congestion_map.png
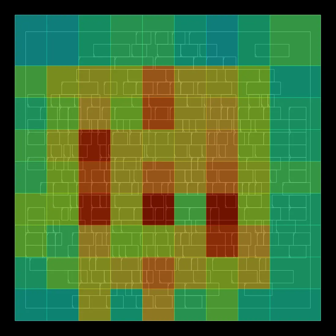
clock_wires.png
Drawn at 8 px/µm.
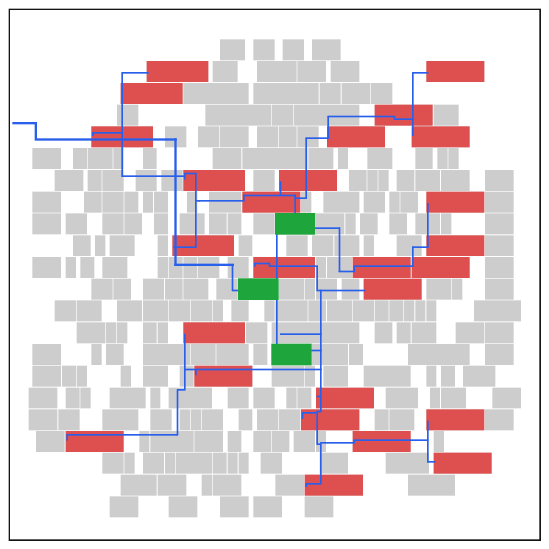
floorplan.png
Drawn at 8 px/µm. Pins as bars on the die edge.
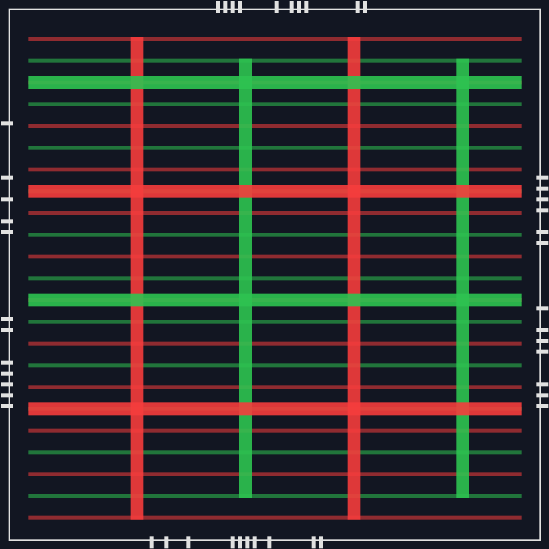
==> config.mk <==
export PLATFORM = sky130hd
export DESIGN_NAME = pipe_scheduler
export DESIGN_NICKNAME = d
export VERILOG_FILES = /design/src/rtl/pipe_scheduler.sv
export SDC_FILE = /design/constraint.sdc
export NUM_CORES = 1
export LEC_CHECK = 0
export CORE_MARGIN = 2
export CORE_UTILIZATION = 40
export DETAILED_ROUTE_END_ITERATION = 8
export PLACE_DENSITY = 0.78
export SLEW_MARGIN = 10
export SYNTH_ARGS = -nofsm -noshare
export SYNTH_HDL_FRONTEND = slang
export SYNTH_SLANG_ARGS = --single-unit
==> constraint.sdc <==
create_clock -name clk -period 2 [get_ports clk]
set_input_delay 0.2 -clock clk [delete_from_list [all_inputs] [get_ports clk]]
set_output_delay 0.2 -clock clk [all_outputs]
set_load 0.02 [all_outputs]
==> results.txt <==
Summary of implementation figures.

Pwr
Net switching is 31.53% of the power. The worst vdd rail ir drop is 0.5467 mV. Per the summary, power density relative to cell area is 708.7 mW/mm². The proportion of power drawn by flip-flops and latches is 32.2%.

The total power is 1.738 mW.

Worst setup path
The critical path class is reg -> reg. STA classifies the critical path startpoint as a flop. Per the OpenROAD timing report, the critical path contains 8 cells. Per the post-run analysis, buffers plus inverters along the critical path come to 1.

At the worst endpoint, the arrival time is 2.25 ns. The setup slack of the most critical reg-to-reg path is -0.09 ns. The family of cells with the greatest summed delay on the critical path is multiplexers. STA puts the critical path data required time at 2.16 ns.

Die
The pre-placement core utilization is 41.93%. The number of tap instances is 48. The floorplan row count is 22.

After floorplanning, the die was sized to cover 0.004380 mm².

Drt
The routed length on met1 is 1.754 mm. The post-route antenna net violation count is 0. The violation count after the first detailed-routing iteration is 76. The ratio of routed vias to standard cells is 5.358. Per the detailed-route log, wirelength across all metal layers totals 4.094 mm. The wire length on met2 is 2.132 mm. The total DRC errors in the routed layout is 0. The first-pass iteration count of the detailed router is 4.

Layout
The finished layout holds 307 standard cells, fillers aside. The share of post-route cells with drive strength above 1 is 28.57%. Summing all flip-flop and latch instances after layout gives 529.3 µm². For this run, the script counts the antenna cells in the layout as 0. The count of plain and timing-repair buffers is 80. The logic area is 0.001049 mm². Cells fill 66.49% of the core in the end.

Multi-input logic gates represent a cell area share of 42.76%. The layout report lists the clock-cell share of area as 2.908%. The count of clock buffers in the final design is 3. The finished design was reported to have a net count of 288.

Synth
The synthesis run shows multiplexers occupying 9.951% of the cell area. By area, the combinational part of the netlist is dominated by simple AND/OR/NAND/NOR gates. The post-synth design cell area is 0.001546 mm². The flip-flop and latch count after synthesis is 26. The number of enable flip-flop cells is 0. The cell-mix breakdown from Yosys lists the simple-gate area share as 26.46%. The number of distinct standard cells referenced by the synthesized netlist is 38. The fraction of synthesized cell area in xor and xnor cells is 6.796%. The part of the Yosys area used for sequential elements is 33.66%.

The main area contributors are sky130_fd_sc_hd__dfxtp_1, sky130_fd_sc_hd__nor2_1, sky130_fd_sc_hd__mux4_2. The synthesis report names the predominant flop master as sky130_fd_sc_hd__dfxtp_1. The post-synthesis area per instance is 8.544 µm². The largest total area in the synthesized netlist belongs to sky130_fd_sc_hd__dfxtp_1. The synthesis area per yosys is 0.001546 mm².

For this design, Yosys synthesis ends with a cell count of 181. The number of standard cells after synthesis is 181.

STA
The pin slew with the least headroom to its limit is 0.3563 ns. Per the final timing report, the hold violations number 0. In the finished design, the share of the clock period the worst path needs comes to 104.3%.

The count of final setup violators is 8. Setup repair after global routing could not meet its margin everywhere. The final critical-path setup slack is -0.08547 ns.

On the final layout, the worst hold slack is 0.5198 ns. The worst-case max-slew headroom was logged as 76.25%.

Global route
The peak-usage layer in the global routing report is met2. The number of antenna violations at the first check in global routing is 0. On met1, the global router reports a usage of 24.10%.

For this run, global-route usage on met3 was measured as 2.044%. The wire length of the first global-routing pass is 6.713 mm. The number of global-route vias before repair is 1513. The total overflow reported by the global router is 0.

met2 track demand over resource after global routing is 34.75%. Entering global routing, the biggest net connects 17 pins.

Clocking
Post-CTS repair ended up resizing 36 cells. CTS built an H-tree with a depth of 1. The number of sinks on the clock net is 26.

The clock tree root buffer cell is sky130_fd_sc_hd__clkbuf_8.

Placed design
The global placement routability congestion is 0.8856. Note, the detailed placer reported a final HPWL of 3.056 mm. The total placed cells including tap cells is 297. The pre-CTS setup check shows a worst slack of -0.6982 ns.

Flow run
Warnings raised by the tools during the run amount to 32.

Hold path
The number of cells on the worst hold path is listed as 2.

Status
The final reports fail on negative setup slack. The run finished, with violations left.
About congestion_map.png:
combined global-route utilization of all metal layers: 19.26%
average wire per standard cell: 13.34 µm

About clock_wires.png:
Key: red = flip-flops [count 26]; green = clock-net drivers [count 3]; blue = clock wires [length 313 µm]
There are 4 routed clock nets.
clock insertion delay at the later pin of the skew report: 0.27 ns
clock network power share: 25.1%
Layout Skew: 0.001894 ns
power dissipated in the clock network: 437 µW

About floorplan.png:
Key: red = VSS; green = VDD
45 signal pins sit on the boundary. 23 met1 rails follow the rows. The core has 22 rows.
Placeable Area: 0.003689 mm²
Chip Width: 66.18 µm

[cells in the final DEF (no fill, tap or decap), types with 2 or more instances in the layout]
cell type / Yosys / final
sky130_fd_sc_hd__nand2b_1: 4 / 4
sky130_fd_sc_hd__nor3_4: 0 / 3
sky130_fd_sc_hd__a32oi_1: 2 / 2
sky130_fd_sc_hd__clkdlybuf4s50_1: 0 / 38
sky130_fd_sc_hd__nand3b_1: 2 / 2
sky130_fd_sc_hd__nand4_1: 7 / 7
sky130_fd_sc_hd__xnor2_1: 4 / 4
sky130_fd_sc_hd__a31o_2: 2 / 2
sky130_fd_sc_hd__nand4b_1: 2 / 2
sky130_fd_sc_hd__a21oi_2: 0 / 2
sky130_fd_sc_hd__dfxtp_2: 0 / 7
sky130_fd_sc_hd__o21ai_0: 10 / 10
sky130_fd_sc_hd__xor2_1: 8 / 8
sky130_fd_sc_hd__ha_1: 6 / 6
sky130_fd_sc_hd__or3_1: 3 / 2
sky130_fd_sc_hd__dfxtp_1: 26 / 19
sky130_fd_sc_hd__o31ai_1: 3 / 3
sky130_fd_sc_hd__mux4_2: 4 / 4
sky130_fd_sc_hd__a21oi_1: 13 / 10
sky130_fd_sc_hd__nor2_4: 1 / 2
sky130_fd_sc_hd__buf_4: 1 / 37
sky130_fd_sc_hd__nor2_1: 26 / 25
sky130_fd_sc_hd__nand3_1: 6 / 6
sky130_fd_sc_hd__nand2_1: 15 / 14
sky130_fd_sc_hd__dlygate4sd2_1: 0 / 2
sky130_fd_sc_hd__inv_1: 7 / 7
sky130_fd_sc_hd__clkbuf_8: 0 / 3
sky130_fd_sc_hd__o22ai_1: 2 / 2
sky130_fd_sc_hd__buf_6: 1 / 2
sky130_fd_sc_hd__and3_1: 4 / 4
sky130_fd_sc_hd__mux2_4: 0 / 2
Power figures rest on the tool's default switching activity, not on a simulated workload.
